==> config.mk <==
export PLATFORM = sky130hd
export DESIGN_NAME = parking_checkout
export DESIGN_NICKNAME = d
export VERILOG_FILES = /design/src/rtl/parking_pkg.sv /design/src/rtl/parking_slot_table.sv /design/src/rtl/parking_checkout.sv
export SDC_FILE = /design/constraint.sdc
export NUM_CORES = 1
export LEC_CHECK = 0
export CORE_ASPECT_RATIO = 1.4
export CORE_UTILIZATION = 53
export DETAILED_ROUTE_END_ITERATION = 16
export PLACE_DENSITY = 0.76
export RECOVER_POWER = 50
export SLEW_MARGIN = 20
export SYNTH_ARGS = -nofsm -noshare
export SYNTH_HDL_FRONTEND = slang
export SYNTH_SLANG_ARGS = --single-unit
==> constraint.sdc <==
create_clock -name clk -period 6.2 [get_ports clk]
set_input_delay 0.93 -clock clk [delete_from_list [all_inputs] [get_ports clk]]
set_output_delay 0.93 -clock clk [all_outputs]
set_load 0.02 [all_outputs]
run_1/met1.png
Bar = 20 µm.
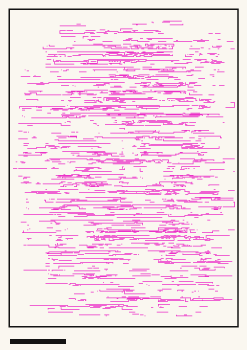
The wires run mostly horizontal. 449 nets have wire on it. The layer holds 39% of the routed length. The layer carries 4,440 µm of wire. The longest straight run is 31.3 µm.
wirelength, routed: 11,300 µm
met1 Track Usage GR: 33.7%

run_1/final_clocks.png
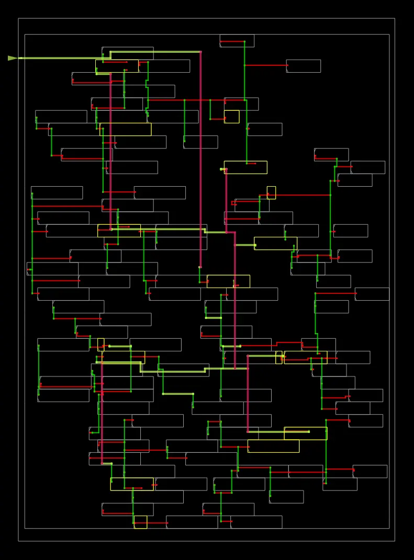
CTS sink count: 94
FFs & Latches: 94
total of clock buffers placed in the layout: 11
power drawn by the clock network: 0.586 mW

run_1/registers.png
Bar = 20 µm. Other sequential cells in the stronger gray, the rest of the logic in the fainter gray.
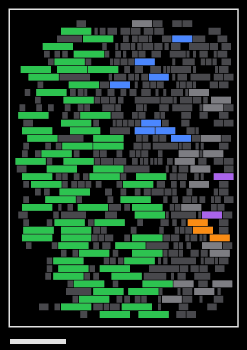
`u_slot_table.capacity`: drawn in blue, flops 8. `state_q`: drawn in purple, flops 2. `slot`: drawn in orange, flops 3. `u_slot_table.entry_time_q`: drawn in green, flops 64.
Another 17 sequential cells are not colored.
register area: 2520 µm²
fraction of area in registers: 46.0%

==> notes.org, run 1 <==
#+TITLE: Synthesis and PnR summary

** Placed design
- Placed cell areas :: 5200 µm²
- Port buffering added 50 buffers.

** Layout
- Post-route cell area :: approximately 5500 µm²
- The net count of the finished layout is roughly 480.
- The top cell type in the final layout, fill and taps aside, is edfxtp_1.
- Multi-input combinational area share :: between 30% and 40%
- Proportion of cell area spent on the clock network :: roughly 5.7%
- Buffer count excluding the clock tree in the final layout :: ~55
- Comb area :: approximately 1900 µm²
- Number of filler instances in the final layout :: roughly 660
- Multi-input combinational gate total :: around 260

** CTS
- Total number of H-tree levels :: 3
- The clock reaches the later pin of the worst-skew pair after 350 ps.
- TritonCTS built the clock tree.
- The number of hold buffers added after CTS was 0.

** Logic synthesis
- Area of the synthesized netlist per yosys stat :: about 4600 µm²
- After synthesis, the design contains just under 400 cells according to Yosys.
- Number of nets at floorplan :: roughly 430
- Total standard cell area after synthesis :: ~4600 µm²
- Top cells by count, synth :: edfxtp_1, and2_1, dfxtp_1, and3_1
- Top-count cell post-synth :: edfxtp_1
- Top-area cell share :: 41.8%
- Number of synthesized register bits :: 94
- The synthesis report names the predominant flop master as edfxtp_1.
- Of the total synthesized cell area, the portion taken by full adders, half adders and majority gates is 5.17%.
- Ys async rst share :: 0%
- Compound-gate portion of the synthesized area :: 11.5%
- MUX share of area :: under 10%

** Final timing
- In the final report, the number of hold violations comes to 0.
- In the final report, the number of pins over their slew limit comes to 18.
- Setup slack of the critical path after layout :: ~1400 ps
- Looking at the max-slew report, the worst-margin pin has a slew of about 2700 ps.
- Hold timing on the final database bottoms out at a slack of between 400 and 500 ps.
- Post-route fraction of the period consumed by the critical path :: ~80%

** Pwr
- Power spread over the standard cell area amounts to 293 nW/µm².
- Cell-internal power :: ~1.2 mW
- Sequential power for this build is ~0.71 mW.

** Hold path
- In the hold timing report, the worst path depth is 2.

** Worst setup path
- The critical path is of the reg2out type.
- The critical path crosses 10 cells after its start point.
- Largest stage delay on the critical path :: just over 600 ps
- The cell family contributing the most delay on the critical path is adder cells.
- Together, buffers and inverters on the worst path number 3.

** Floorplanning
- Ports placed on the boundary :: about 51
- The vertical die dimension reported for this design is 112 µm.
- Across the placement rows, the number of tap cells is slightly above 100.
- The overall die size recorded for this design is between 9000 and 10,000 µm².

** Routing
- Via count :: between 3,000 and 4,000

** Global routing
- For this run, global-route usage on met2 was measured as 45.0%.
- Global routing finished with a remaining overflow of 0.
- Met3 track demand over resource in global routing :: between 4 and 5%
- Largest net degree at the start of global routing :: 31
- The first global-routing pass estimated between 15,000 and 20,000 µm of wire.
- The number of global-route vias before repair is roughly 3,300.

** Outcome
- The final reports fail on capacitance limit, slew limit.
- Result of the run :: complete, but fails checks

** Run
- Max-cap violations in this run came to 1.
==> run 1 -> run 2 <==
Clock period 6.2 ns to 4.61 ns, I/O delays scaled along.
run_2/final_clocks.png
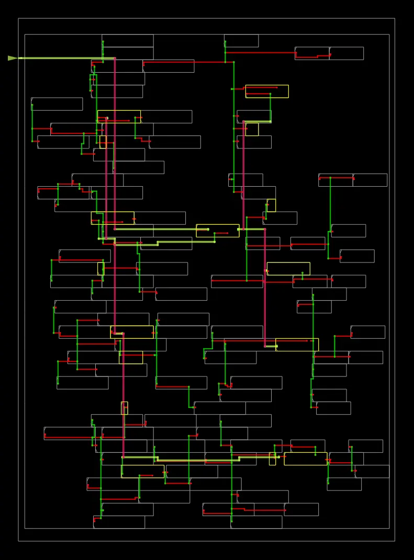
power drawn by the clock network: 0.679 mW
setup skew after layout: 6.18 ps
total of clock buffers placed in the layout: 14
Late-Pin Clk Latency: 350 ps
cts bufs inserted: 9

run_2/pins.png
Bar = 20 µm. Pins as bars across the die edge, other pins in gray.
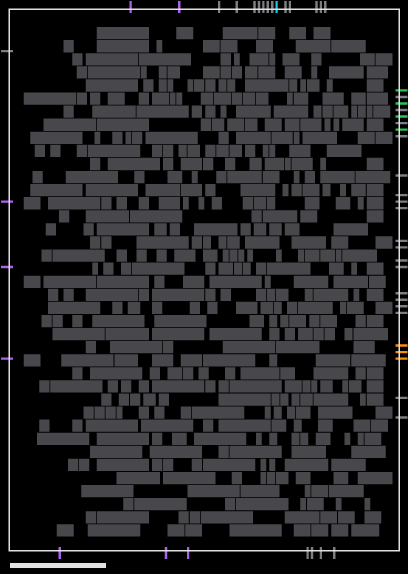
`time_now`: drawn in purple, pins 8, direction input, edge 3 west, 3 south, 2 north. `slot`: drawn in orange, pins 3, direction output, edge east. `entry_rej`: drawn in cyan, pins 1, direction output, edge north. `parked`: drawn in green, pins 4, direction output, edge east.
All pins by edge: 25 east, 15 north, 7 south, 4 west.
die span in x: 80.8 µm
overall die height: 112 µm
Port-buffer cells: 50

==> notes.org, run 2 <==
#+TITLE: Synthesis and PnR summary

** Final timing
- The number of pins with negative max-slew slack in the final report came to 18 (unchanged).
- Post-route fraction of the period consumed by the critical path :: a little under 100%
- The count of final hold-check violations is 0 (unchanged).
- The worst hold margin is 460 ps (+10.8 ps).
- Final critical path time including I/O delays and setup :: between 4000 and 5000 ps
- Setup slack of the critical path after layout :: 179 ps (-1190 ps)
- Transition time at the pin with the least slew margin :: 2630 ps (-116 ps)

** Global routing
- Largest net degree at the start of global routing :: 30 (-3.2%)
- Number of global-route vias before repair :: 3,385 (+3.5%)
- The first-pass GRT wire length came to 17,500 µm (-1.4%).
- Met1 Track Usage GR :: 33.0% (-0.76 points)
- The met2 global-route usage was 44.4% (-0.62 points).
- Met3 track demand over resource in global routing :: 5.04% (+0.33 points)
- The total global routing overflow came to 0 (unchanged).

** Layout
- The area occupied by multi-input gates was 1900 µm² (-0.13%).
- By instance count after routing, the leading logic cell type is edfxtp_1.
- The total of fill cells in the finished design is 687 (+3.6%).
- Fraction of area in registers :: 46.2% (+0.22 points)
- The sequential cell area in the final layout came to 2520 µm² (unchanged).
- The count of flip-flops and latches came to 94 (unchanged).
- The layout summary lists the proportion of cells stronger than drive strength 1 as roughly 7.7%.
- The fraction of standard cell area in multi-input logic came to 34.9% (+0.12 points).
- Post-route cell area :: 5450 µm² (-0.48%)
- The count of non-CTS buffers in the layout came to 59 (+7.3%).
- The clock distribution area overhead in the final layout came to 4.89% (-0.84 points).
- Multi-input combinational gate total :: 264 (unchanged)
- The register with the most flip-flops in the layout has 64 of them.
- The final net count came to 487 (+0.83%).

** Logic synthesis
- Area of the synthesized netlist per yosys stat :: 4600 µm² (unchanged)
- Number of nets at floorplan :: 431 (unchanged)
- Counting every instance in the synthesized netlist gives between 300 and 400.
- Top cells by count, synth :: edfxtp_1, and2_1, dfxtp_1, and3_1
- Number of synthesized register bits :: 94 (unchanged)
- The compound-gate portion of the synthesized area was 11.5% (unchanged).
- Among all flip-flop cells after synthesis, the most frequent one is edfxtp_1.
- By instance count, the leading cell after synthesis is edfxtp_1.
- Among the non-sequential cells, simple AND/OR/NAND/NOR gates take the most area.
- The fraction of synthesis flops using an asynchronous set or reset pin came to 0% (unchanged).
- The post-synthesis instance area came to 4600 µm² (unchanged).
- Adders+Majority by Area :: 5.17% (unchanged)
- Top-area cell share :: 41.8% (unchanged)
- The proportion of synthesized area in mux cells is 2.96% (unchanged).
- The number of cells in Yosys stat is 394 (unchanged).
- The synthesized design contains about 64 enable-type register cells.

** Run
- The number of max-cap violations came to 1 (unchanged).

** CTS
- Clock-pin slew on the worst setup and hold paths :: about 60 ps
- Hold-fix buffers, CTS :: 0 (unchanged)
- Cell at the root of the clock tree :: clkbuf_16
- TritonCTS built the clock tree.
- The H-tree level count was 3 (unchanged).

** Worst setup path
- Worst path depth :: 10 (unchanged)
- Crit Path Class :: reg2out
- The signal on the critical path passes through ha_1 -> inv_1 -> fa_1 -> fa_1 -> fa_1 -> inv_1 -> fa_1 -> inv_1 -> ha_1 -> clkdlybuf4s50_1.
- Measured in cells, the most critical reg-to-reg path has a length of 6.
- Arrival time of data at the critical path endpoint :: approximately 3700 ps
- The largest stage delay on the critical path came to 530 ps (-80 ps).
- In this design, the largest share of critical-path delay is due to adder cells.
- Data required time at the worst endpoint :: 3920 ps
- Count of buffering cells on the critical path with inverters included :: 4 (+1)

** Floorplanning
- Number of well taps :: 102 (unchanged)
- Ports placed on the boundary :: 51 (unchanged)
- Area of the die :: 9070 µm² (unchanged)

** Pwr
- Net switching is between 20% and 30% of the power.
- Relative contribution of sequential cells to total power :: around 47%
- The internal power of the cells is 1.50 mW (+26%).
- The script extracted a total leakage power of around 2.2 nW.
- Power per cell area :: 377 nW/µm² (+28%)

** Hold path
- Cell depth of the worst hold path :: 2 (unchanged)
- Checking hold timing, the worst path is listed with class reg2reg.

** Placed design
- Placed cell areas :: 5230 µm² (+0.58%)

** Routing
- The overall routed net length came to 11,400 µm (+0.84%).
- The via count was 3,372 (+0.75%).
- The DRC violation total left in the routed layout is recorded as 0.

** Outcome
- Result of the run :: complete, but fails checks
- The checks that failed: capacitance limit, slew limit.
run_2/registers.png
Bar = 20 µm. Other sequential cells in the stronger gray, the rest of the logic in the fainter gray.
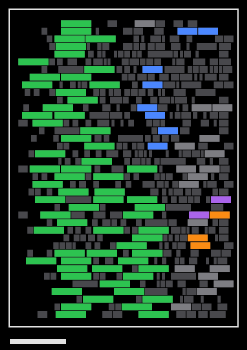
`state_q`: drawn in purple, flops 2. `slot`: drawn in orange, flops 3. `u_slot_table.entry_time_q`: drawn in green, flops 64. `u_slot_table.capacity`: drawn in blue, flops 8.
fraction of the core area covered by cells at the end of the flow: 65.7%
power drawn by the sequential cells: 0.956 mW

Power figures rest on the tool's default switching activity, not on a simulated workload.
